Fig. 1: metal layers overlaid
Scale bar: 20 um. Only two layers are drawn.
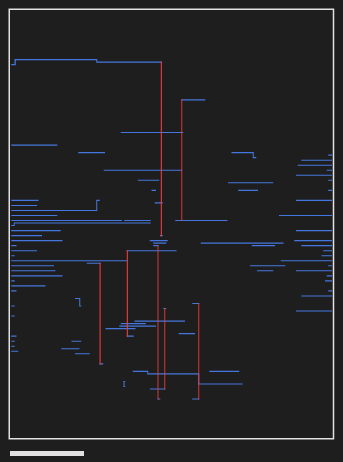
Fig. 2: track usage over the die
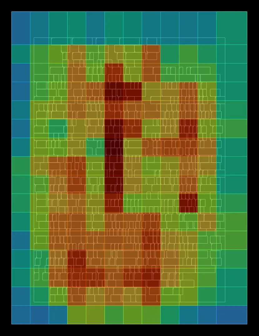
Fig. 3: where the registers sit
Scale bar: 20 um.
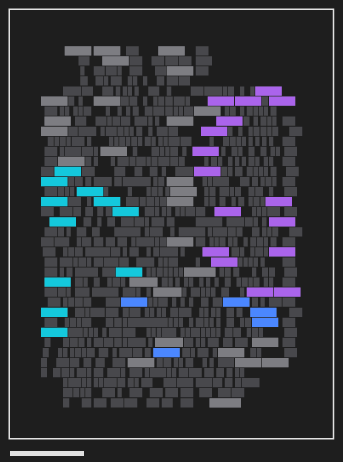
Fig. 4: logic cells by family
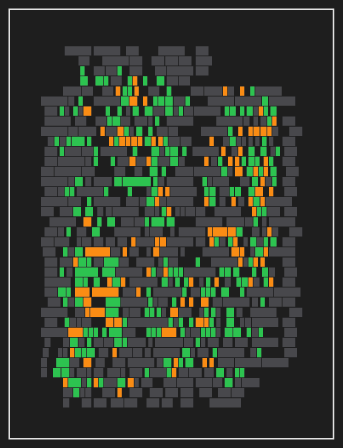
Fig. 5: placed cells, one colour a class
Scale bar: 20 um.
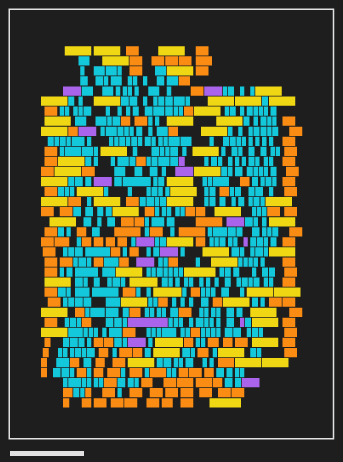
--- src/rtl/pipelined_ctrl_decoder_pkg.sv ---
// Shared decode constants and the control bundle carried from decode to execute.
package pipelined_ctrl_decoder_pkg;

    localparam logic [6:0] OPC_R       = 7'b0110011;
    localparam logic [6:0] OPC_I_ARITH = 7'b0010011;
    localparam logic [6:0] OPC_LOAD    = 7'b0000011;
    localparam logic [6:0] OPC_S       = 7'b0100011;
    localparam logic [6:0] OPC_B       = 7'b1100011;
    localparam logic [6:0] OPC_LUI     = 7'b0110111;
    localparam logic [6:0] OPC_AUIPC   = 7'b0010111;
    localparam logic [6:0] OPC_JAL     = 7'b1101111;
    localparam logic [6:0] OPC_JALR    = 7'b1100111;

    localparam logic [1:0] ALUOP_R    = 2'b00;
    localparam logic [1:0] ALUOP_I    = 2'b10;
    localparam logic [1:0] ALUOP_ADDR = 2'b01;
    localparam logic [1:0] ALUOP_BR   = 2'b11;

    localparam logic [2:0] FUNCT3_BLTU = 3'b110;
    localparam logic [2:0] FUNCT3_BGEU = 3'b111;

    localparam logic [6:0] FUNCT7_MULDIV = 7'b0000001;

    typedef struct packed {
        logic       reg_wen;
        logic       alu_src;
        logic       mem_rw;
        logic       mem_to_reg;
        logic       branch;
        logic       br_un;
        logic       jump;
        logic [1:0] alu_op;
        logic       md_op;
        logic       illegal;
    } ctrl_t;

    localparam int CTRL_W = $bits(ctrl_t);

endpackage

--- src/rtl/pipelined_ctrl_decoder_ctrl_decode_comb.sv ---
// Purpose: opcode/funct3/funct7 to control bundle plus source-register usage.
// Latency: purely combinational.
// Backpressure: none; the caller decides when the result is captured.
module ctrl_decode_comb
    import pipelined_ctrl_decoder_pkg::*;
#(
    parameter int ENABLE_M = 1
) (
    input  logic [6:0] opcode,
    input  logic [2:0] funct3,
    input  logic [6:0] funct7,
    output ctrl_t      ctrl,
    output logic       uses_rs1,
    output logic       uses_rs2
);

    always_comb begin
        ctrl     = '0;
        uses_rs1 = 1'b0;
        uses_rs2 = 1'b0;
        case (opcode)
            OPC_R: begin
                uses_rs1 = 1'b1;
                uses_rs2 = 1'b1;
                if (funct7 == FUNCT7_MULDIV && ENABLE_M == 0) begin
                    ctrl.illegal = 1'b1;
                end else begin
                    ctrl.reg_wen = 1'b1;
                    ctrl.alu_op  = ALUOP_R;
                    ctrl.md_op   = (funct7 == FUNCT7_MULDIV);
                end
            end
            OPC_I_ARITH: begin
                uses_rs1     = 1'b1;
                ctrl.reg_wen = 1'b1;
                ctrl.alu_src = 1'b1;
                ctrl.alu_op  = ALUOP_I;
            end
            OPC_LOAD: begin
                uses_rs1        = 1'b1;
                ctrl.reg_wen    = 1'b1;
                ctrl.alu_src    = 1'b1;
                ctrl.mem_to_reg = 1'b1;
                ctrl.alu_op     = ALUOP_ADDR;
            end
            OPC_S: begin
                uses_rs1     = 1'b1;
                uses_rs2     = 1'b1;
                ctrl.alu_src = 1'b1;
                ctrl.mem_rw  = 1'b1;
                ctrl.alu_op  = ALUOP_ADDR;
            end
            OPC_B: begin
                uses_rs1    = 1'b1;
                uses_rs2    = 1'b1;
                ctrl.branch = 1'b1;
                ctrl.alu_op = ALUOP_BR;
                ctrl.br_un  = (funct3 == FUNCT3_BLTU) || (funct3 == FUNCT3_BGEU);
            end
            OPC_LUI, OPC_AUIPC: begin
                ctrl.reg_wen = 1'b1;
                ctrl.alu_src = 1'b1;
                ctrl.alu_op  = ALUOP_ADDR;
            end
            OPC_JAL, OPC_JALR: begin
                uses_rs1     = (opcode == OPC_JALR);
                ctrl.reg_wen = 1'b1;
                ctrl.alu_src = 1'b1;
                ctrl.jump    = 1'b1;
                ctrl.alu_op  = ALUOP_ADDR;
            end
            default: ctrl.illegal = 1'b1;
        endcase
    end

endmodule

--- src/rtl/pipelined_ctrl_decoder.sv ---
// Purpose: ID/EX control register with load-use bubble, flush and stall/bubble counters.
// Latency: 1 cycle from input transfer to out_valid.
// Backpressure: in_ready drops when execute stalls the register or a load-use hazard is seen.
module pipelined_ctrl_decoder
    import pipelined_ctrl_decoder_pkg::*;
#(
    parameter int ENABLE_M           = 1,
    parameter int LOAD_USE_INTERLOCK = 1,
    parameter int CNT_W              = 16
) (
    input  logic             clk,
    input  logic             rst,
    input  logic             in_valid,
    output logic             in_ready,
    input  logic [31:0]      instr,
    input  logic             flush,
    output logic             out_valid,
    input  logic             out_ready,
    output logic             reg_wen,
    output logic             alu_src,
    output logic             mem_rw,
    output logic             mem_to_reg,
    output logic             branch,
    output logic             br_un,
    output logic             jump,
    output logic [1:0]       alu_op,
    output logic             md_op,
    output logic             illegal,
    output logic [4:0]       rd,
    output logic [4:0]       rs1,
    output logic [4:0]       rs2,
    output logic [CNT_W-1:0] stall_cnt,
    output logic [CNT_W-1:0] bubble_cnt
);

    ctrl_t             dec;
    logic              uses_rs1;
    logic              uses_rs2;
    logic              out_valid_q;
    logic [CTRL_W-1:0] ctrl_q;
    ctrl_t             ctrl_r;
    logic [4:0]        rd_q;
    logic [4:0]        rs1_q;
    logic [4:0]        rs2_q;
    logic [CNT_W-1:0]  stall_cnt_q;
    logic [CNT_W-1:0]  bubble_cnt_q;
    logic              raw_hazard;
    logic              hazard;
    logic              adv;

    ctrl_decode_comb #(.ENABLE_M(ENABLE_M)) u_decode (
        .opcode   (instr[6:0]),
        .funct3   (instr[14:12]),
        .funct7   (instr[31:25]),
        .ctrl     (dec),
        .uses_rs1 (uses_rs1),
        .uses_rs2 (uses_rs2)
    );

    assign ctrl_r = ctrl_q;

    // Compare against the load still sitting in the ID/EX register.
    assign raw_hazard = out_valid_q && in_valid && ctrl_r.mem_to_reg && (rd_q != 5'd0) &&
                        ((uses_rs1 && instr[19:15] == rd_q) || (uses_rs2 && instr[24:20] == rd_q));
    assign hazard     = (LOAD_USE_INTERLOCK != 0) && raw_hazard;
    assign adv        = !out_valid_q || out_ready;
    assign in_ready   = adv && !hazard && !rst;

    always_ff @(posedge clk) begin
        if (rst) begin
            out_valid_q  <= 1'b0;
            ctrl_q       <= '0;
            rd_q         <= '0;
            rs1_q        <= '0;
            rs2_q        <= '0;
            stall_cnt_q  <= '0;
            bubble_cnt_q <= '0;
        end else if (flush) begin
            out_valid_q <= 1'b0;
            if (out_valid_q && bubble_cnt_q != '1)
                bubble_cnt_q <= bubble_cnt_q + CNT_W'(1);
        end else begin
            // A held hazard (out_ready low) still counts as a stall cycle.
            if (hazard && stall_cnt_q != '1)
                stall_cnt_q <= stall_cnt_q + CNT_W'(1);
            if (adv) begin
                if (hazard) begin
                    out_valid_q <= 1'b0;
                    if (bubble_cnt_q != '1)
                        bubble_cnt_q <= bubble_cnt_q + CNT_W'(1);
                end else if (in_valid) begin
                    out_valid_q <= 1'b1;
                    ctrl_q      <= dec;
                    rd_q        <= instr[11:7];
                    rs1_q       <= instr[19:15];
                    rs2_q       <= instr[24:20];
                end else begin
                    out_valid_q <= 1'b0;
                end
            end
        end
    end

    assign out_valid  = out_valid_q;
    assign reg_wen    = ctrl_r.reg_wen;
    assign alu_src    = ctrl_r.alu_src;
    assign mem_rw     = ctrl_r.mem_rw;
    assign mem_to_reg = ctrl_r.mem_to_reg;
    assign branch     = ctrl_r.branch;
    assign br_un      = ctrl_r.br_un;
    assign jump       = ctrl_r.jump;
    assign alu_op     = ctrl_r.alu_op;
    assign md_op      = ctrl_r.md_op;
    assign illegal    = ctrl_r.illegal;
    assign rd         = rd_q;
    assign rs1        = rs1_q;
    assign rs2        = rs2_q;
    assign stall_cnt  = stall_cnt_q;
    assign bubble_cnt = bubble_cnt_q;

endmodule

--- config.mk ---
export PLATFORM = sky130hd
export DESIGN_NAME = pipelined_ctrl_decoder
export DESIGN_NICKNAME = d
export VERILOG_FILES = /design/src/rtl/pipelined_ctrl_decoder_pkg.sv /design/src/rtl/pipelined_ctrl_decoder_ctrl_decode_comb.sv /design/src/rtl/pipelined_ctrl_decoder.sv
export SDC_FILE = /design/constraint.sdc
export NUM_CORES = 1
export LEC_CHECK = 0
export ABC_AREA = 1
export CORE_ASPECT_RATIO = 1.4
export CORE_MARGIN = 8
export CORE_UTILIZATION = 49
export DETAILED_ROUTE_END_ITERATION = 12
export PLACE_DENSITY = 0.81
export SYNTH_ARGS = -nofsm -noshare
export SYNTH_HDL_FRONTEND = slang
export SYNTH_HIERARCHICAL = 1
export SYNTH_SLANG_ARGS = --single-unit
--- constraint.sdc ---
create_clock -name clk -period 1.85 [get_ports clk]
set_input_delay 0.2775 -clock clk [delete_from_list [all_inputs] [get_ports clk]]
set_output_delay 0.2775 -clock clk [all_outputs]
set_load 0.03 [all_outputs]
==> impl_metrics.json <==
{
  "run_status": "complete, no violations",
  "synth.yosys.chip_area_um2": 3480,
  "holdPathEnd": "rs2[0]",
  "io_pins": 97,
  "synthesis.area_um2": 3480,
  "antennaDiodeCount": 0,
  "placement_stage_worst_setup_slack_ns": -0.782,
  "ir_drop_v": 0.000479,
  "power.share.combinational": 0.163,
  "ys.flop_type": "sky130_fd_sc_hd__dfxtp_1",
  "power.sequential.fraction": 0.443,
  "post_synth_main_logic_family": "simple AND/OR/NAND/NOR gates",
  "timing.final.crit_period_ns": 1.85,
  "ys_cells": 528,
  "setup.worst_path.end": "in_ready",
  "skew_ns": 0.00893,
  "drt_first_pass_iters": 5,
  "via_count_of_the_first_global_routing_pass": 3739,
  "setup.reg_to_reg.worst_slack_ns": 0.13,
  "enable_flop_cells": 0,
  "clock_sinks": 59,
  "worst-path-stages": 10,
  "post_dp_cell_area_um2": 4800,
  "p_sw_frac": 0.262,
  "fmax_mhz": 542,
  "hpwlAfterDp_mm": 7.79,
  "grt_pass1_wl_mm": 16.9,
  "fillCellCount": 602,
  "worstRegToRegCells": 13,
  "yosysWarningCount": 6,
  "cap_violations": 0,
  "holdCritPathClass": "in2reg",
  "synthSimpleGateAreaFrac": 0.437,
  "antenna_found_initial": 0,
  "number_of_vias_in_the_routed_layout": 3928,
  "holdPathStages": 3,
  "startpoint_of_the_most_critical_register_to_register_path": "rd[4]",
  "detail_route.wl_per_cell_um": 13.8,
  "fin_worst_hold_slack_ns": 0.284,
  "post_route_cells_drive_above_1_share": 0.214,
  "category_of_cells_accounting_for_the_largest_share_of_critical_path_delay": "buffers and inverters",
  "place.port_buffers": 95,
  "yosys-mux-area-fraction": 0,
  "report.final.setup_viol": 0,
  "layout-area-overhead-vs-synth_pct": 44.7,
  "overflow": 0,
  "layout_worst_path_cycle_share": 0.998,
  "grt_start_max_net_pins": 37,
  "detail-route-antenna-nets": 0,
  "remaining_routing_drc_violations": 0,
  "worst_pin_slew_ns": 0.450,
  "maximum_fanout_along_the_worst_path": 2,
  "synth.yosys.seq_area_share": 0.339,
  "fin_area_um2": 5040,
  "cts_tree": "done",
  "hold_viol": 0,
  "internal_power_w": 0.00220,
  "globalRoute.busiestLayer": "met2",
  "synth-seq-cells": 59,
  "crit_start": "instr[24]",
  "cpPeakStageDelay_ns": 0.49,
  "area_of_the_core_um2": 6940,
  "floorplanUtilization": 0.502,
  "setup.worst_path.class": "in2out",
  "path_buffers": 3,
  "totalWireLength_mm": 10.5,
  "clock_path_buffers": 2,
  "chipArea_um2": 10100,
  "clock_buffers_created_by_tritoncts": 9,
  "final_critical_path_setup_slack_ns": 0.00414,
  "clkTransAtPathRegs_ns": 0.06,
  "synthesized_netlist_cell_count": 528,
  "clock_power_share": 0.394,
  "mostFrequentLayoutCell": "sky130_fd_sc_hd__nand2_1",
  "cts_max_level": 3,
  "yosysUniqueCellTypes": 32,
  "mostFrequentLayoutCells": "sky130_fd_sc_hd__nand2_1 (132), sky130_fd_sc_hd__clkdlybuf4s50_1 (76), sky130_fd_sc_hd__nor2_1 (73), sky130_fd_sc_hd__dfxtp_1 (54), sky130_fd_sc_hd__buf_4 (43)",
  "hold_start": "instr[20]",
  "final_cells": 758,
  "clk-insertion-delay-late_ns": 0.34,
  "pins_over_their_slew_limit": 0,
  "synth_compound_gate_area_share": 0.0912,
  "p_leak_nw": 2.13,
  "critPathCaptureType": "output port",
  "clk_root_buffer_cell": "sky130_fd_sc_hd__clkbuf_8",
  "rsz0062_at_grt": "yes",
  "gp_routability_congestion": 0.887,
  "stage_log_warnings": 29,
  "finish.net_count": 698,
  "chipHeight_um": 116,
  "power_per_unit_of_standard_cell_area_nw_per_um2": 591,
  "numPlacedInstances": 741,
  "synth_xor_xnor_area_share": 0.0277,
  "postSynth.asyncResetShare": 0,
  "postSynthAreaPerCell_um2": 6.60,
  "synth-adder-area-share": 0.00718,
  "sum_of_internal_switching_and_leakage_power_w": 0.00298,
  "rows": 36,
  "synthesis.nets": 567,
  "floorplan.die.width_um": 87.3,
  "relSlewSlack": 0.700,
  "rr_endpoint": "ctrl_q[7]",
  "power_switching_w": 0.000779,
  "vias_per_cell": 5.18,
  "cp-start-kind": "primary input",
  "cp.arrival_ns": 1.57,
  "drt_first_iter_violations": 165,
  "cts_hold_buffers": 0,
  "cp_slowest_cell": "sky130_fd_sc_hd__clkdlybuf4s50_1",
  "crit_required_ns": 1.57,
  "worstPathCellList": "clkdlybuf4s50_1, inv_1, nand2_1, nand2_1, nor2_2, nand3_2, nand2_4, nand2_4, nor3b_4, buf_6"
}
Back to the opening pictures, Fig. 1:
[metal 3] blue | wire length: 711 um
[metal 4] red | wire length: 219 um

Back to the opening pictures, Fig. 2:
Total Routing Usage GR: 0.211
GR met3 Demand/Resource: 0.0681
GR Layer Usage met1: 0.216
met2 Use GR: 0.378

Back to the opening pictures, Fig. 3:
[rs1] blue | placed flops: 5
[ctrl_q] cyan | placed flops: 11 | where: left middle
[bubble_cnt] purple | placed flops: 16
not coloured: 27

Back to the opening pictures, Fig. 4:
[nand cells] green | cells: 220 | most used: nand2_1
[nor cells] orange | cells: 103 | most used: nor2_1

Back to the opening pictures, Fig. 5:
[remaining buffers and delay cells] orange | cells: 141 | share of their area: 27%
[combinational and other logic] cyan | cells: 448 | share of their area: 45%
[sequential cells] yellow | cells: 59 | share of their area: 24%
[clock drivers and dummy loads] purple | cells: 15 | share of their area: 3.9%

-- power by group through the flow --
stage / sequential [W] / combinational [W] / clock [W]
2_1_floorplan: 0.00140 / 0.000189 / 0
3_3_place_gp: 0.00135 / 0.000466 / 0
3_5_place_dp: 0.00135 / 0.000475 / 0
4_1_cts: 0.00132 / 0.000478 / 0.00120
5_1_grt: 0.00132 / 0.000522 / 0.00126
6_report: 0.00132 / 0.000485 / 0.00117
-- stage by stage --
step | setup TNS (ns) | utilization
after global placement | -24.37 | 0.692
after global routing | -0.0827 | 0.727
final | 0 | 0.727
after floorplan | 0 | -
after CTS | -0.0122 | 0.724
after detailed placement | -29.46 | 0.692
-- synth_stat cells (4+ instances only) --
| master | number | share of area |
|---|---|---|
| sky130_fd_sc_hd__nand2_2 | 13 | 0.023 |
| sky130_fd_sc_hd__buf_1 | 4 | 0.0043 |
| sky130_fd_sc_hd__dfxtp_1 | 59 | 0.34 |
| sky130_fd_sc_hd__inv_1 | 43 | 0.046 |
| sky130_fd_sc_hd__a21oi_2 | 10 | 0.025 |
| sky130_fd_sc_hd__a21oi_1 | 41 | 0.059 |
| sky130_fd_sc_hd__buf_4 | 4 | 0.0086 |
| sky130_fd_sc_hd__clkbuf_1 | 6 | 0.0065 |
| sky130_fd_sc_hd__xor2_1 | 8 | 0.020 |
| sky130_fd_sc_hd__nor3_1 | 9 | 0.013 |
| sky130_fd_sc_hd__nand3_1 | 35 | 0.050 |
| sky130_fd_sc_hd__nor2_4 | 4 | 0.013 |
| sky130_fd_sc_hd__nand3_2 | 6 | 0.017 |
| sky130_fd_sc_hd__nand4_1 | 27 | 0.048 |
| sky130_fd_sc_hd__inv_2 | 10 | 0.011 |
| sky130_fd_sc_hd__nor2_2 | 6 | 0.011 |
| sky130_fd_sc_hd__nand2_1 | 135 | 0.15 |
| sky130_fd_sc_hd__nor2_1 | 82 | 0.088 |
-- cell families (layout without fill, tap and decap cells) --
| kind of cell | count (synthesis) | count (layout) |
|---|---|---|
| AND-OR/OR-AND | 56 | 56 |
| XOR/XNOR | 11 | 11 |
| adder cells (fa/ha/maj) | 2 | 2 |
| buffers and inverters | 76 | 211 |
| flip-flops | 59 | 59 |
| AND/OR/NAND/NOR | 324 | 324 |
-- layout make-up --
type	count	area (um2)	share of cell area
Multi-Input combinational cell	393	2010	0.399
Clock inverter	2	35.0	0.00695
Sequential cell	59	1190	0.237
Inverter	55	211	0.0420
Tap cell	95	119	0.0236
Clock buffer	13	159	0.0315
Timing Repair Buffer	141	1310	0.260
-- flip-flops by register name (all words and copies together), names as in the netlist --
signal / count
bubble_cnt: 16
ctrl_q: 11
out_valid: 1
rd: 5
rs1: 5
rs2: 5
stall_cnt: 16
-- layer usage --
layer | vias to the layer above | share of wire
li1 | 1964 | -
met1 | 1826 | 0.39
met2 | 123 | 0.52
met3 | 15 | 0.068
met4 | 0 | 0.021
met5 | - | 0
-- timing repair --
action,4_1_cts,5_1_grt
resized,35,30
endpoints found under the setup margin,59,57
pin swaps,11,11
buffers inserted,2,0
Power is estimated from default activity; no workload was simulated.
